Fig. 1: run 1, power grid
Bar = 50 um. Pins as bars on the die edge.
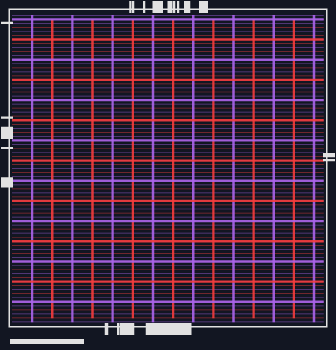
Fig. 2: run 1, placement by cell class
Fill, decap, tap and diode cells in grey.
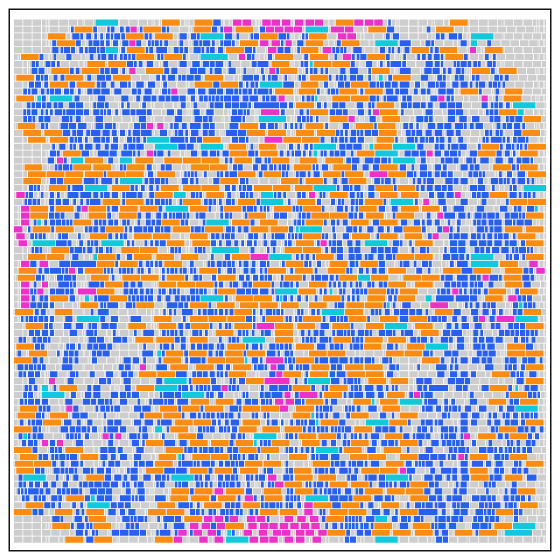
Fig. 3: run 1, routed clock nets over the placement
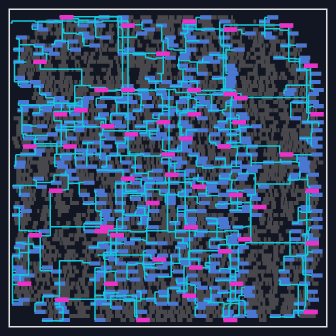
**src/rtl/blink_led_pkg.sv**
```systemverilog
// Shared types and constants for the multi-channel LED blinker.
// Channel/top state encodings and the reset period length.
package blink_led_pkg;

    typedef enum logic [1:0] {
        CH_IDLE = 2'd0,
        CH_ON   = 2'd1,
        CH_OFF  = 2'd2
    } ch_state_e;

    typedef enum logic {
        TOP_IDLE = 1'b0,
        TOP_RUN  = 1'b1
    } top_state_e;

    localparam logic [31:0] DEFAULT_LEN = 32'h004C4B40;

    // Width of a channel index; at least one bit even for a single channel.
    function automatic int ch_idx_w(input int n);
        return (n > 1) ? $clog2(n) : 1;
    endfunction

endpackage

```
**src/rtl/blink_led_multi_if.sv**
```systemverilog
// Control/status bundle between the blinker and its controller.
// master drives requests and config; slave is the blinker.
interface blink_led_multi_if #(
    parameter int NUM_CH = 4,
    parameter int CNT_W  = 32
);
    import blink_led_pkg::*;

    localparam int CH_W = ch_idx_w(NUM_CH);

    logic              cfg_we;
    logic [CH_W-1:0]   cfg_ch;
    logic [CNT_W-1:0]  cfg_on;
    logic [CNT_W-1:0]  cfg_off;
    logic [NUM_CH-1:0] ch_en;
    logic [NUM_CH-1:0] led_in;
    logic [NUM_CH-1:0] led_we;
    logic              run_req;
    logic              run_stop;
    logic              run_busy;
    logic [NUM_CH-1:0] led_out;

    modport master (
        output cfg_we, cfg_ch, cfg_on, cfg_off,
        output ch_en, led_in, led_we,
        output run_req, run_stop,
        input  run_busy, led_out
    );

    modport slave (
        input  cfg_we, cfg_ch, cfg_on, cfg_off,
        input  ch_en, led_in, led_we,
        input  run_req, run_stop,
        output run_busy, led_out
    );

endinterface

```
**src/rtl/blink_led_channel.sv**
```systemverilog
// One LED channel: shadow ON/OFF lengths, phase counter, phase FSM.
// The active length is latched at each phase start from the shadows.
module blink_led_channel #(
    parameter int               CNT_W   = 32,
    parameter logic [CNT_W-1:0] RST_LEN = '0
) (
    input  logic             clk,
    input  logic             reset,
    input  logic             cfg_we_i,
    input  logic [CNT_W-1:0] cfg_on_i,
    input  logic [CNT_W-1:0] cfg_off_i,
    input  logic             start_i,
    input  logic             stop_pend_i,
    input  logic             led_in_i,
    input  logic             led_we_i,
    output logic             led_o,
    output logic             active_d_o
);
    import blink_led_pkg::*;

    ch_state_e        state_q, state_d;
    logic [CNT_W-1:0] cnt_q, cnt_d;
    logic [CNT_W-1:0] len_q, len_d;
    logic [CNT_W-1:0] on_q, on_d;
    logic [CNT_W-1:0] off_q, off_d;
    logic             led_q, led_d;
    logic             last;

    // A zero length behaves as a one-cycle phase.
    function automatic logic [CNT_W-1:0] min1(input logic [CNT_W-1:0] v);
        return (v == '0) ? CNT_W'(1) : v;
    endfunction

    assign last       = (cnt_q == len_q - CNT_W'(1));
    assign led_o      = led_q;
    assign active_d_o = (state_d != CH_IDLE);

    // Phase sequencing, manual override and shadow register writes.
    always_comb begin
        state_d = state_q;
        cnt_d   = cnt_q;
        len_d   = len_q;
        led_d   = led_q;
        on_d    = cfg_we_i ? cfg_on_i  : on_q;
        off_d   = cfg_we_i ? cfg_off_i : off_q;
        unique case (state_q)
            CH_IDLE: begin
                if (start_i) begin
                    state_d = CH_ON;
                    cnt_d   = '0;
                    len_d   = min1(on_q);
                    led_d   = 1'b1;
                end else if (led_we_i) begin
                    led_d = led_in_i;
                end
            end
            CH_ON: begin
                if (last) begin
                    state_d = CH_OFF;
                    cnt_d   = '0;
                    len_d   = min1(off_q);
                    led_d   = 1'b0;
                end else begin
                    cnt_d = cnt_q + CNT_W'(1);
                end
            end
            CH_OFF: begin
                if (last) begin
                    cnt_d = '0;
                    if (stop_pend_i) begin
                        state_d = CH_IDLE;
                        led_d   = 1'b0;
                    end else begin
                        state_d = CH_ON;
                        len_d   = min1(on_q);
                        led_d   = 1'b1;
                    end
                end else begin
                    cnt_d = cnt_q + CNT_W'(1);
                end
            end
            default: begin
                state_d = CH_IDLE;
                cnt_d   = '0;
                led_d   = 1'b0;
            end
        endcase
    end

    // Channel state register with synchronous reset.
    always_ff @(posedge clk) begin
        if (reset) begin
            state_q <= CH_IDLE;
            cnt_q   <= '0;
            len_q   <= '0;
            on_q    <= RST_LEN;
            off_q   <= RST_LEN;
            led_q   <= 1'b0;
        end else begin
            state_q <= state_d;
            cnt_q   <= cnt_d;
            len_q   <= len_d;
            on_q    <= on_d;
            off_q   <= off_d;
            led_q   <= led_d;
        end
    end

endmodule

```
**src/rtl/blink_led_multi.sv**
```systemverilog
// Multi-channel LED blinker top: run handshake, stop request, cfg decode.
// Busy tracks the top FSM, which leaves RUN as the last channel goes idle.
module blink_led_multi #(
    parameter int          NUM_CH      = 4,
    parameter int          CNT_W       = 32,
    parameter logic [31:0] DEFAULT_LEN = blink_led_pkg::DEFAULT_LEN
) (
    input  logic               clk,
    input  logic               reset,
    blink_led_multi_if.slave   bus
);
    import blink_led_pkg::*;

    localparam int CH_W = ch_idx_w(NUM_CH);

    top_state_e        top_q, top_d;
    logic              req_q;
    logic              req_rise;
    logic              start_q, start_d;
    logic              stop_q, stop_d;
    logic [NUM_CH-1:0] run_en_q, run_en_d;
    logic [NUM_CH-1:0] ch_act_d;
    logic [NUM_CH-1:0] ch_led;

    assign req_rise     = bus.run_req & ~req_q;
    assign bus.run_busy = (top_q == TOP_RUN);
    assign bus.led_out  = ch_led;

    // Start on a request edge while idle; finish once no enabled channel runs.
    always_comb begin
        top_d    = top_q;
        run_en_d = run_en_q;
        start_d  = 1'b0;
        stop_d   = stop_q;
        unique case (top_q)
            TOP_IDLE: begin
                if (req_rise && (|bus.ch_en)) begin
                    top_d    = TOP_RUN;
                    run_en_d = bus.ch_en;
                    start_d  = 1'b1;
                end
            end
            TOP_RUN: begin
                if (bus.run_stop) begin
                    stop_d = 1'b1;
                end
                if (~|(ch_act_d & run_en_q)) begin
                    top_d  = TOP_IDLE;
                    stop_d = 1'b0;
                end
            end
        endcase
    end

    // Top FSM, edge detect and stop flag registers.
    always_ff @(posedge clk) begin
        if (reset) begin
            top_q    <= TOP_IDLE;
            req_q    <= 1'b0;
            start_q  <= 1'b0;
            stop_q   <= 1'b0;
            run_en_q <= '0;
        end else begin
            top_q    <= top_d;
            req_q    <= bus.run_req;
            start_q  <= start_d;
            stop_q   <= stop_d;
            run_en_q <= run_en_d;
        end
    end

    for (genvar i = 0; i < NUM_CH; i++) begin : g_ch
        blink_led_channel #(
            .CNT_W   (CNT_W),
            .RST_LEN (CNT_W'(DEFAULT_LEN))
        ) u_ch (
            .clk         (clk),
            .reset       (reset),
            .cfg_we_i    (bus.cfg_we && (bus.cfg_ch == CH_W'(i))),
            .cfg_on_i    (bus.cfg_on),
            .cfg_off_i   (bus.cfg_off),
            .start_i     (start_q & run_en_q[i]),
            .stop_pend_i (stop_q),
            .led_in_i    (bus.led_in[i]),
            .led_we_i    (bus.led_we[i]),
            .led_o       (ch_led[i]),
            .active_d_o  (ch_act_d[i])
        );
    end

endmodule

```
**src/flat_wrapper.sv**
```systemverilog
// flat-port wrapper written by rule: the top's interface ports become plain ports
module blink_led_multi_flat import blink_led_pkg::*;
#(
    parameter int          NUM_CH      = 4,
    parameter int          CNT_W       = 32,
    parameter logic [31:0] DEFAULT_LEN = blink_led_pkg::DEFAULT_LEN
)
  (clk, reset, bus_cfg_we, bus_cfg_ch, bus_cfg_on, bus_cfg_off, bus_ch_en, bus_led_in, bus_led_we, bus_run_req, bus_run_stop, bus_run_busy, bus_led_out);
  blink_led_multi_if #(.NUM_CH(NUM_CH), .CNT_W(CNT_W)) bus_i ();
  input  logic clk;
  input  logic reset;
  input wire logic [$bits(bus_i.cfg_we)-1:0] bus_cfg_we;
  input wire logic [$bits(bus_i.cfg_ch)-1:0] bus_cfg_ch;
  input wire logic [$bits(bus_i.cfg_on)-1:0] bus_cfg_on;
  input wire logic [$bits(bus_i.cfg_off)-1:0] bus_cfg_off;
  input wire logic [$bits(bus_i.ch_en)-1:0] bus_ch_en;
  input wire logic [$bits(bus_i.led_in)-1:0] bus_led_in;
  input wire logic [$bits(bus_i.led_we)-1:0] bus_led_we;
  input wire logic [$bits(bus_i.run_req)-1:0] bus_run_req;
  input wire logic [$bits(bus_i.run_stop)-1:0] bus_run_stop;
  output wire logic [$bits(bus_i.run_busy)-1:0] bus_run_busy;
  output wire logic [$bits(bus_i.led_out)-1:0] bus_led_out;
  assign bus_i.cfg_we = bus_cfg_we;
  assign bus_i.cfg_ch = bus_cfg_ch;
  assign bus_i.cfg_on = bus_cfg_on;
  assign bus_i.cfg_off = bus_cfg_off;
  assign bus_i.ch_en = bus_ch_en;
  assign bus_i.led_in = bus_led_in;
  assign bus_i.led_we = bus_led_we;
  assign bus_i.run_req = bus_run_req;
  assign bus_i.run_stop = bus_run_stop;
  assign bus_run_busy = bus_i.run_busy;
  assign bus_led_out = bus_i.led_out;
  blink_led_multi #(.NUM_CH(NUM_CH), .CNT_W(CNT_W), .DEFAULT_LEN(DEFAULT_LEN)) u_core (.clk(clk), .reset(reset), .bus(bus_i));
endmodule
```
**config.mk**
```make
export PLATFORM = sky130hd
export DESIGN_NAME = blink_led_multi_flat
export DESIGN_NICKNAME = d
export VERILOG_FILES = /design/src/rtl/blink_led_pkg.sv /design/src/rtl/blink_led_multi_if.sv /design/src/rtl/blink_led_channel.sv /design/src/rtl/blink_led_multi.sv /design/src/flat_wrapper.sv
export SDC_FILE = /design/constraint.sdc
export NUM_CORES = 1
export LEC_CHECK = 0
export ABC_CLOCK_PERIOD_IN_PS = 4600
export CAP_MARGIN = 20
export CORE_UTILIZATION = 62
export DETAILED_ROUTE_END_ITERATION = 8
export HOLD_SLACK_MARGIN = 0.15
export PLACE_DENSITY_LB_ADDON = 0.3
export SYNTH_ARGS = -nofsm -noshare
export SYNTH_HDL_FRONTEND = slang
export SYNTH_SLANG_ARGS = --single-unit
```
**constraint.sdc**
```tcl
create_clock -name clk -period 4.6 [get_ports clk]
set_input_delay 0.92 -clock clk [delete_from_list [all_inputs] [get_ports clk]]
set_output_delay 0.92 -clock clk [all_outputs]
set_load 0.02 [all_outputs]
```
==> results.tsv, run 1 <==
metric	value	unit
setup repair after global routing missed its margin	false	
routed via count	26178	
MI comb area	0.0158	mm2
worst slew pin tran	1100	ps
peak fanout along the critical path	63	
remaining antenna violation count after routing	0	
WL final	83.5	mm
main area contributors	sky130_fd_sc_hd__dfxtp_1 (39%), sky130_fd_sc_hd__nand2_1 (8.8%), sky130_fd_sc_hd__a21oi_1 (6.7%)	
root buf cell	sky130_fd_sc_hd__clkbuf_16	
largest net degree at the start of global routing	141	
dominant synthesized flop cell	sky130_fd_sc_hd__dfxtp_1	
cell-by-cell trace of the critical path	or4_1 -> and4bb_2 -> or3b_2 -> xnor2_1 -> a311o_1 -> or4_1 -> nor4_4 -> nand2_2 -> a211oi_4 -> buf_12 -> nor2_1 -> a211oi_1	
Relative slew margins	26.9	%
Async S/R FF share, synth	0	%
hold violation total from the final report	0	
outcome	completed	
post-synthesis average cell area	7.79	um2
setup slack after layout	245	ps
ys cells	3543	
last weighted congestion value of the routability-driven placer	0.982	
instance count on the critical path	12	
FP Core Util	63.5	%
Clock-cell share	5.79	%
count of port buffers added during placement	87	
number of global-route vias before repair	24272	
Mapped Nets	3650	
library cell occupying the most area in the post-synthesis netlist	sky130_fd_sc_hd__dfxtp_1	
clock sinks	532	
warning total across the stage logs	41	
chip footprint	0.0454	mm2
drc violations	0	
Top cells excl fill/tap	sky130_fd_sc_hd__nand2_1 (648), sky130_fd_sc_hd__dfxtp_1 (532), sky130_fd_sc_hd__a21oi_1 (367), sky130_fd_sc_hd__nor2_1 (303), sky130_fd_sc_hd__xnor2_1 (104)	
DRT iter0 DRCs	3102	
Notes on Fig. 1 above:
| colour | net |
|---|---|
| purple | VSS |
| red | VDD |
rows: 76
met5 straps: 15
met1 rails: 77
maximum resistive drop on vdd: 0.000293 V
area of the core: 0.0435 mm2

Notes on Fig. 2 above:
| colour | class | cells | share of their area |
|---|---|---|---|
| blue | all other logic | 2765 | 54% |
| cyan | clock drivers and dummy loads | 98 | 5.9% |
| orange | flops | 532 | 36% |
| magenta | other buffers and delay cells | 145 | 4.9% |
register share of the cell area: 34.8%
row cnt: 76
Design Area, Final: 0.0306 mm2

Notes on Fig. 3 above:
[cyan] clock wires | length: 6400 um
[magenta] cells driving clock nets | count: 53
[blue] flip-flops | count: 532
flops lie: spread over the die
routed clock nets: 54
portion of total power attributed to the clock network: 40.5%
Clock group: 4.47 mW
Worst Skew: 21.1 ps

==> run 1: path summary, 6_finish.rpt <==
kind	endpoint	slack (ps)
hold / removal	u_core.g_ch[2].u_ch.on_q[20]$_SDFFE_PP0P_	470
setup reg to reg	u_core.g_ch[1].u_ch.len_q[1]$_SDFFE_PP0P_	250
setup / recovery	u_core.g_ch[1].u_ch.len_q[1]$_SDFFE_PP0P_	250
hold reg to reg	u_core.g_ch[2].u_ch.on_q[20]$_SDFFE_PP0P_	470
==> run 1: through the flow <==
stage                     cells  util, %  total power [mW]
after floorplan            3543        -              6.08
after global placement     4024     66.2              6.55
after detailed placement   4024     66.2              6.59
after CTS                  4122     70.2              11.0
after global routing       4126     70.5              11.4
final                      4128     70.5              11.0
==> run 1: cell usage after synthesis (all sizes together) (78+ instances only) <==
library cell and instances:
nand2 649, dfxtp 532, a21oi 367, nor2 305
clkbuf 208, a211oi 134, nor4 109, o21ai 109
xnor2 104, xor2 102, nand3b 92, nor2b 78
==> run 1: metal layers <==
metal / vias to the layer above / GRT usage [%] / routed length (um) / share of wire (%)
li1: 12407 / - / - / -
met1: 12375 / 46.8 / 34100 / 41
met2: 1145 / 58.6 / 37900 / 45
met3: 251 / 5.90 / 7090 / 8.5
met4: 0 / 18.5 / 4360 / 5.2
met5: - / 0 / 0 / 0
==> run 1: kinds of logic after synthesis <==
| family | Yosys count | synth area share [%] |
|---|---|---|
| compound gates | 775 | 17.8 |
| xor+xnor | 206 | 6.53 |
| fa+ha+maj | 24 | 1.09 |
| buf+inv | 293 | 4.28 |
| flops | 532 | 38.6 |
| mux | 59 | 2.16 |
| simple gates | 1654 | 29.6 |
==> run 1: where the power goes <==
group / internal [mW] / switching (mW)
clock network: 2.58 / 1.88
registers: 4.75 / 0.170
logic: 0.664 / 0.967
==> run 2, diff against run 1 <==
Settings changed: ABC_AREA set to 1, CORE_UTILIZATION 62 to 63.
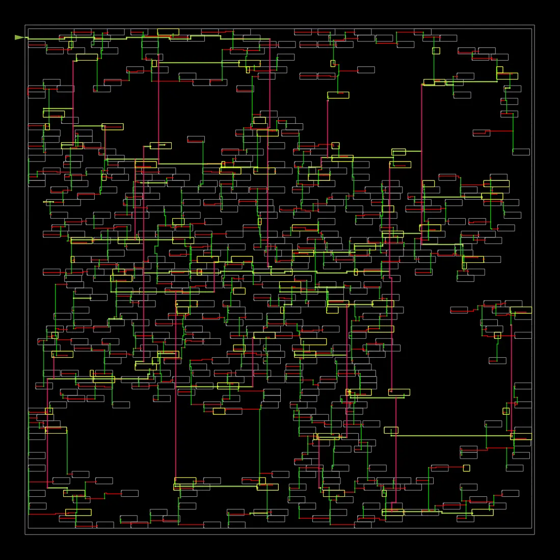
Fig. 4. Clock wiring as the flow saved it (run 2).
clock sinks: 532
clock latency on the worst-skew pair: 630 ps
# clk buffers: 72
Worst Skew: 24.5 ps
flip-flops: 532

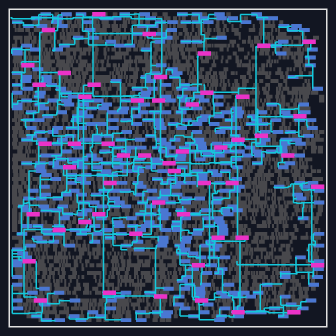
Fig. 5. Routed clock nets over the placement (run 2).
[cyan] clock wires | length: 6400 um
[magenta] cells driving clock nets | count: 53
[blue] flip-flops | count: 532
routed clock nets: 54
portion of total power attributed to the clock network: 37.7%
Clock group: 4.52 mW

==> results.tsv, run 2 <==
metric	value	unit
outcome	completed	
setup slack after layout	994	ps
last weighted congestion value of the routability-driven placer	1.04	
maximum resistive drop on vdd	0.000391	V
grt met2 use	57.4	%
count of port buffers added during placement	87	
number of cells in the finished layout apart from fillers	5219	
remaining antenna violation count after routing	0	
Design Area, Final	0.0325	mm2
sequential share of power	41.3	%
dominant synthesized flop cell	sky130_fd_sc_hd__dfxtp_1	
most numerous cell types in the synthesized netlist	sky130_fd_sc_hd__nand2_1 (1119), sky130_fd_sc_hd__nor2_1 (760), sky130_fd_sc_hd__dfxtp_1 (532)	
number of cells after detailed placement	5117	
combinational gate power	2.52	mW
largest net degree at the start of global routing	153	
routed via count	30583	
ys cells	4613	
library cell occupying the most area in the post-synthesis netlist	sky130_fd_sc_hd__dfxtp_1	
met1 track utilization from global routing	52.2	%
peak fanout along the critical path	64	
routed length on met1	39.3	mm
worst slew pin tran	1080	ps
warning total across the stage logs	44	
global-route met3 utilization	6.90	%
FP Core Util	63.8	%
fraction of the core area covered by cells at the end of the flow	69.9	%
row cnt	79	
drc violations	0	
Relative slew margins	28.1	%
top layer in use	met5	
net switching power	3.84	mW
most used routing layer	met2	
internal power component	8.15	mW
routed length on met3	9.47	mm
Mapped Nets	4720	
proportion of total power due to net switching	32.0	%
Comb pwr share	21.0	%
post-synthesis average cell area	6.44	um2
root buf cell	sky130_fd_sc_hd__clkbuf_16	
Synth top cell by count	sky130_fd_sc_hd__nand2_1	
main area contributors	sky130_fd_sc_hd__dfxtp_1 (36%), sky130_fd_sc_hd__nand2_1 (14%), sky130_fd_sc_hd__nor2_1 (9.6%)	
## run 2: logic make-up (layout without fill, tap and decap cells)
group,count (synthesis),in the layout,synth area share [%]
mux,1,1,0.0337
xor+xnor,157,157,4.63
simple gates,2432,2432,34.7
other cells,0,1,0
compound gates,844,844,15.5
buf+inv,623,621,8.29
fa+ha+maj,24,24,1.01
flops,532,532,35.8
## run 2: stage by stage
| step | power (mW) | hold WS, ps |
|---|---|---|
| after global routing | 12.5 | 468 |
| after global placement | 7.45 | 433 |
| after CTS | 11.9 | 449 |
| after detailed placement | 7.46 | 439 |
| after floorplan | 6.77 | 424 |
| final | 12.0 | 445 |
## run 2: worst paths after layout
kind	startpoint	to	slack [ps]	cells past startpoint
min reg2reg	u_core.g_ch[0].u_ch.led_o$_SDFFE_PP0P_	u_core.g_ch[0].u_ch.led_o$_SDFFE_PP0P_	450	2
max	u_core.g_ch[3].u_ch.len_q[0]$_SDFFE_PP0P_	u_core.g_ch[3].u_ch.len_q[5]$_SDFFE_PP0P_	990	17
max reg2reg	u_core.g_ch[3].u_ch.len_q[0]$_SDFFE_PP0P_	u_core.g_ch[3].u_ch.len_q[5]$_SDFFE_PP0P_	990	17
min	u_core.g_ch[0].u_ch.led_o$_SDFFE_PP0P_	u_core.g_ch[0].u_ch.led_o$_SDFFE_PP0P_	450	2
## run 2: worst max-delay path, delay by kind of cell, from the launching register on
kind	cells	cell delay [ps]
simple gates	8	1150
compound gates	5	950
buf+inv	3	800
flops	1	330
fa+ha+maj	1	220
## run 2: cell type report
cell class,instances,area [um2]
multi-input combinational,3458,16700
fill,4024,14000
sequential,532,10700
inverter,412,1560
clock buffer,72,1500
timing repair buffer,111,1100
tap,607,759
clock inverter,26,310
antenna,1,2.50
Power and IR drop assume default switching activity.
